--- src/rtl/riscv_mc_seq.sv ---
// Multicycle FETCH/DECODE/EXEC/MEM/WB sequencer for the RV32I core.
// Drives the shared memory port handshake and the datapath write strobes.
module riscv_mc_seq #(
  parameter int CNT_WIDTH   = 32,
  parameter int TIMEOUT_CYC = 255,
  parameter int TMO_WIDTH   = 8
) (
  input  logic                 i_clk,
  input  logic                 i_rstn,
  input  logic [6:0]           i_ctrl_opcode,
  input  logic                 i_ctrl_mem_ack,
  output logic                 o_ctrl_mem_req,
  output logic                 o_ctrl_mem_wr_en,
  output logic                 o_ctrl_mem_addr_sel,
  output logic                 o_ctrl_ir_wr_en,
  output logic                 o_ctrl_reg_wr_en,
  output logic                 o_ctrl_pc_wr_en,
  output logic [2:0]           o_ctrl_state,
  output logic [1:0]           o_ctrl_fault,
  output logic [CNT_WIDTH-1:0] o_ctrl_instret
);

  localparam logic [2:0] S_FETCH  = 3'd0;
  localparam logic [2:0] S_DECODE = 3'd1;
  localparam logic [2:0] S_EXEC   = 3'd2;
  localparam logic [2:0] S_MEM    = 3'd3;
  localparam logic [2:0] S_WB     = 3'd4;
  localparam logic [2:0] S_FAULT  = 3'd5;

  localparam logic [6:0] OP_LOAD   = 7'b0000011;
  localparam logic [6:0] OP_STORE  = 7'b0100011;
  localparam logic [6:0] OP_BRANCH = 7'b1100011;

  localparam logic [1:0] F_ILL = 2'b01;
  localparam logic [1:0] F_TMO = 2'b10;

  localparam bit TMO_EN = (TIMEOUT_CYC != 0);
  localparam logic [TMO_WIDTH-1:0] TMO_LAST =
    TMO_WIDTH'(TIMEOUT_CYC - 1);
  localparam logic [TMO_WIDTH-1:0] TMO_ONE = 1;
  localparam logic [CNT_WIDTH-1:0] CNT_ONE = 1;

  logic [2:0]           state_q, state_d;
  logic [1:0]           fault_q, fault_d;
  logic [TMO_WIDTH-1:0] wait_q, wait_d;
  logic [CNT_WIDTH-1:0] instret_q;
  logic                 gap_q, gap_d;

  logic req, wr, asel, irw, regw, pcw;
  logic legal, is_load, is_store, is_branch;
  logic ack, tmo_hit;

  assign ack       = i_ctrl_mem_ack;
  assign is_load   = (i_ctrl_opcode == OP_LOAD);
  assign is_store  = (i_ctrl_opcode == OP_STORE);
  assign is_branch = (i_ctrl_opcode == OP_BRANCH);
  assign tmo_hit   = TMO_EN && (wait_q == TMO_LAST);

  always_comb begin
    legal = 1'b0;
    unique case (i_ctrl_opcode)
      7'b0110011, 7'b0010011, 7'b0000011,
      7'b0100011, 7'b1100011, 7'b1101111,
      7'b1100111, 7'b0110111, 7'b0010111:
        legal = 1'b1;
      default: legal = 1'b0;
    endcase
  end

  always_comb begin
    state_d = state_q;
    fault_d = fault_q;
    gap_d   = 1'b0;
    req     = 1'b0;
    wr      = 1'b0;
    asel    = 1'b0;
    irw     = 1'b0;
    regw    = 1'b0;
    pcw     = 1'b0;
    case (state_q)
      S_FETCH: begin
        // gap_q keeps req low for one cycle after a store ack
        req = ~gap_q;
        if (req && ack) begin
          irw     = 1'b1;
          state_d = S_DECODE;
        end else if (req && tmo_hit) begin
          state_d = S_FAULT;
          fault_d = fault_q | F_TMO;
        end
      end
      S_DECODE: begin
        if (legal) begin
          state_d = S_EXEC;
        end else begin
          state_d = S_FAULT;
          fault_d = fault_q | F_ILL;
        end
      end
      S_EXEC: begin
        if (is_load || is_store) begin
          state_d = S_MEM;
        end else if (is_branch) begin
          pcw     = 1'b1;
          state_d = S_FETCH;
        end else begin
          state_d = S_WB;
        end
      end
      S_MEM: begin
        req  = 1'b1;
        asel = 1'b1;
        wr   = is_store;
        if (ack) begin
          if (is_store) begin
            pcw     = 1'b1;
            gap_d   = 1'b1;
            state_d = S_FETCH;
          end else begin
            state_d = S_WB;
          end
        end else if (tmo_hit) begin
          state_d = S_FAULT;
          fault_d = fault_q | F_TMO;
        end
      end
      S_WB: begin
        regw    = 1'b1;
        pcw     = 1'b1;
        state_d = S_FETCH;
      end
      S_FAULT: begin
        state_d = S_FAULT;
      end
      default: begin
        state_d = S_FAULT;
        fault_d = fault_q | F_ILL;
      end
    endcase
  end

  assign wait_d = (req && !ack) ? (wait_q + TMO_ONE) : '0;

  always_ff @(posedge i_clk or negedge i_rstn) begin
    if (!i_rstn) begin
      state_q   <= S_FETCH;
      fault_q   <= '0;
      wait_q    <= '0;
      instret_q <= '0;
      gap_q     <= 1'b0;
    end else begin
      state_q <= state_d;
      fault_q <= fault_d;
      wait_q  <= wait_d;
      gap_q   <= gap_d;
      if (pcw) begin
        instret_q <= instret_q + CNT_ONE;
      end
    end
  end

  // strobes are forced low while reset is held, without waiting for a clock
  assign o_ctrl_mem_req      = req  & i_rstn;
  assign o_ctrl_mem_wr_en    = wr   & i_rstn;
  assign o_ctrl_mem_addr_sel = asel & i_rstn;
  assign o_ctrl_ir_wr_en     = irw  & i_rstn;
  assign o_ctrl_reg_wr_en    = regw & i_rstn;
  assign o_ctrl_pc_wr_en     = pcw  & i_rstn;
  assign o_ctrl_state        = state_q;
  assign o_ctrl_fault        = fault_q;
  assign o_ctrl_instret      = instret_q;

endmodule

--- config.mk ---
export PLATFORM = sky130hd
export DESIGN_NAME = riscv_mc_seq
export DESIGN_NICKNAME = d
export VERILOG_FILES = /design/src/rtl/riscv_mc_seq.sv
export SDC_FILE = /design/constraint.sdc
export NUM_CORES = 1
export LEC_CHECK = 0
export ABC_AREA = 1
export CAP_MARGIN = 40
export CELL_PAD_IN_SITES_DETAIL_PLACEMENT = 1
export CELL_PAD_IN_SITES_GLOBAL_PLACEMENT = 1
export CORE_UTILIZATION = 40
export DETAILED_ROUTE_END_ITERATION = 7
export GPL_TIMING_DRIVEN = 0
export PLACE_DENSITY = 0.84
export SYNTH_ARGS = -nofsm -noshare
export SYNTH_HDL_FRONTEND = slang
export SYNTH_SLANG_ARGS = --single-unit
--- constraint.sdc ---
create_clock -name i_clk -period 2.15 [get_ports i_clk]
set_input_delay 0.215 -clock i_clk [delete_from_list [all_inputs] [get_ports i_clk]]
set_output_delay 0.215 -clock i_clk [all_outputs]
set_load 0.02 [all_outputs]
==> Changelog: implementation <==
### Implementation results

* Outcome: finished, final reports clean
* Worst Path Buf+Inv at 5
* Die Span Y at 90.80 um
* # Cells Yosys at 458
* Worst Path Arrival at 1870 ps
* Clock Power at 0.000671 W
* Final hold slack at 495.9 ps
* Total I/O pin count at 53
* XOR/XNOR Fraction of Synth Area at 4.998%
* MUX area fraction at 0%
* Met2 usage at 40.59%
* Number of enable flip-flop cells at 0
* Number of global-route vias before repair at 3239
* Psw at 0.0003628 W
* Chip area in the Yosys report at 3154 sq um
* Seq pwr share at 53.9%
* Placement Cell Area at 3817 sq um
* Floorplan net count at 471
* Hold Buf Count CTS at 3
* Slew headroom at 58.94%
* M1 GR Usage at 33.83%
* Most numerous logic cell after layout: nand2_1
* Ys flop type: dfrtp_1
* CTS sink cnt at 46
* Detailed Route WL at 9.338 mm
* Top cells, area: dfrtp_1 36%, nand2_1 22%, nor2_1 7.6%
* Top Layout Cells: 185 x nand2_1, 63 x nor2_1, 46 x clkdlybuf4s50_1
* Pins Over Slew Limit at 0
* GRT busiest layer: met2
* Post-Synthesis Cells at 458
* Register area share after synthesis at 36.49%
* Post-Synth AOI/OAI Area at 2.420%
* Synth cell count leaders: 185 x nand2_1, 64 x nor2_1, 46 x dfrtp_1, 37 x nand3_1, 21 x inv_1
* Port Buffers at 52
* Pwr dens at 401.4 nW/um^2
* Finished layout cell area at 3993 sq um
* Antenna cells at 0
* Sw frac at 22.64%
* Slack of the critical path at 66.31 ps
* CTS max path bufs at 2
* Yosys adder share at 1.190%
* Setup TNS at 0 ps
* Slowest cell on crit path: clkdlybuf4s50_1
* Reg clk slew, reported paths at 90 ps
* Initial drt markers at 115
* Comb pwr share at 4.2%
* Syn-to-layout area delta at 26.58%
* Root Buffer: clkbuf_8
* Late-Pin Clk Latency at 310 ps
* Initial antenna violation count at 0
* Met3 usage at 3.114%
* Sequential cell area at 1152 sq um
* Final setup vio count at 0
* Worst EP required at 1930 ps
* Largest delay contributor family on the critical path: buffers and inverters
* Post-detail-place hpwl at 7.367 mm
* Final Wtd Congestion at 0.8663
* Max-cap violations at 0
* Overall Power at 0.001603 W
* Setup CP Type: in -> out
* Clk pwr share at 41.9%
* First-pass GRT wire length at 16.10 mm
* Global route overflow at 0
* Final Hold Viols at 0
* Worst Tran Pin Value at 613.9 ps
* CTS Buf Count at 5
* Post-synth top area share at 36.49%
* Core area at 7687 sq um
* DRC violation count after routing at 0
* Critical Path Start Type: primary input
* H-tree levels at 2
* Crit path cell chain: dlygate4sd3_1 > buf_2 > buf_12 > inv_1 > nor2_1 > clkdlybuf4s50_1
* Skew final at 2.364 ps
* Antenna-violating nets left at 0
* Layout cells sized above 1 at 12.43%
* Most common cell in the netlist: nand2_1
* Nets at 535
* Horiz. Die Dim at 90.80 um
* CTS tree: built
* Fmax at 479.9 MHz
* FP Rows at 32
* Post-CTS Setup Bufs at 0
* Chip area at 8245 sq um
* Post-synth ARST share at 100.0%
* Flops & latches, synth at 46
* P_int at 0.001240 W
* CTS-repair resized insts at 8
* Peak supply drop at 221.8 uV
* Total GRT Usage at 24.33%
* Static leakage power at 1.918 nW
* Fillers at 1015
* Pre-antenna DRT Iters at 4
* Final Critical Period at 2084 ps
* Mapped Area at 3154 sq um
* Largest net degree at the start of global routing at 35
* Worst hold path type: reg -> reg
* Top pwr grp: registers
* Post-synthesis cell type with the largest combined area: dfrtp_1
* Syn_area_per_cell at 6.887 sq um
* Worst slack, placed at -360.0 ps
* RSZ-0062 raised after global routing: no
* P_seq at 0.000864 W
* Comb group at 0.0000675 W
* Number of vias per cell at 5.006
* Post-route clock period utilization at 96.92%
* Basic Gates by Area at 49.07%
* Dominant comb cell: simple AND/OR/NAND/NOR gates
* CP max stage delay at 620 ps
* Log Warnings at 27
* DR WL/cell at 14.94 um
* Crit-path max FO at 5
* Fp util at 41.03%
* CP Capture Type: output port
* Cell Type Count at 32
* Vias at 3129
* Syn. warnings at 0
* Logic area at 1833 sq um
==> cells by family (layout without fill, tap and decap cells) <==
kind of cell	after synthesis	count (layout)
AND-OR/OR-AND	12	12
flip-flops	46	46
buffers and inverters	41	106
AND/OR/NAND/NOR	338	338
adder cells (fa/ha/maj)	3	3
XOR/XNOR	18	18
==> worst paths after layout <==
check / startpoint / end / slack [ps] / depth (start not counted)
max in group asynchronous: i_rstn / o_ctrl_instret[5]$_DFFE_PN0P_ / 720 / 3
min: o_ctrl_fault[1]$_DFFE_PN0P_ / o_ctrl_fault[1]$_DFFE_PN0P_ / 500 / 2
min reg2reg: o_ctrl_fault[1]$_DFFE_PN0P_ / o_ctrl_fault[1]$_DFFE_PN0P_ / 500 / 2
min in group asynchronous: i_rstn / o_ctrl_instret[15]$_DFFE_PN0P_ / 510 / 4
max reg2reg: o_ctrl_instret[0]$_DFFE_PN0P_ / o_ctrl_instret[16]$_DFFE_PN0P_ / 310 / 8
max: i_rstn / o_ctrl_mem_addr_sel / 70 / 6
==> area by class of cell <==
cell class	count	share of cell area (%)
multi-input cells	371	45.91
clock buffers	6	1.818
plain buffers	9	1.661
repair buffers	57	14.60
clock inverters	2	0.9401
well taps	102	3.196
inverters	32	3.008
flip-flops and latches	46	28.86
==> through the flow <==
stage               std cells  utilization, %
finish                    625           51.94
global route              625           51.94
global placement          612           49.46
detailed placement        613           49.66
floorplan                 458               -
CTS                       624           51.58
==> per-layer routing <==
metal	part of all wire, %	wire length (um)
met5	0	0
met2	48	4510
met4	0.97	91
met3	3.5	327
met1	47	4409
==> flip-flops by register name (all words and copies together), names as in the netlist <==
| signal | flops |
|---|---|
| gap_q | 1 |
| o_ctrl_fault | 2 |
| o_ctrl_instret | 32 |
| o_ctrl_state | 3 |
| wait_q | 8 |
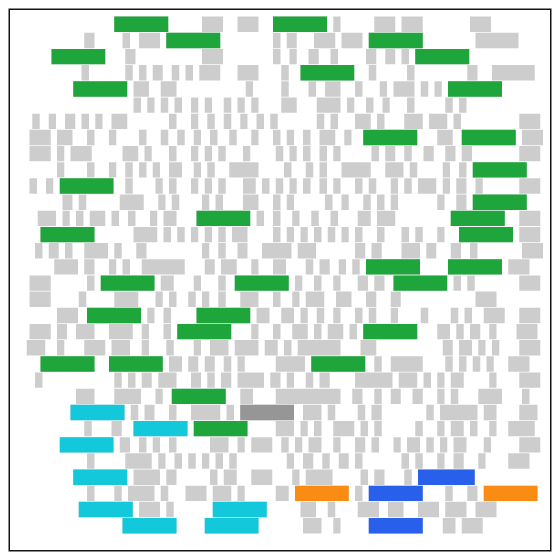
flops_by_reg.png
Other sequential cells in the stronger grey, the rest of the logic in the fainter grey.
[`o_ctrl_state`] blue | flops: 3
[`o_ctrl_fault`] orange | flops: 2
[`wait_q`] cyan | flops: 8 | where: lower left
[`o_ctrl_instret`] green | flops: 32
not coloured: 1

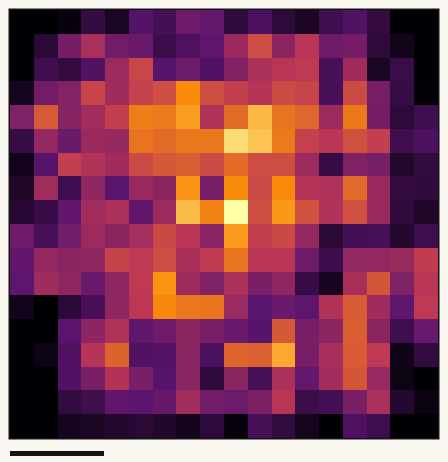
metal_density.png
The bar under the picture is 20 um long. The die is cut into 18 by 18 equal tiles; black is low, pale yellow is high, scaled to the fullest tile. Values are wire area over tile area, all layers added.
tiles over half the peak: 24%
densest ninth of the die: centre
emptiest ninth of the die: lower left
nearly empty tiles: 7.4%

Power figures rest on the tool's default switching activity, not on a simulated workload.
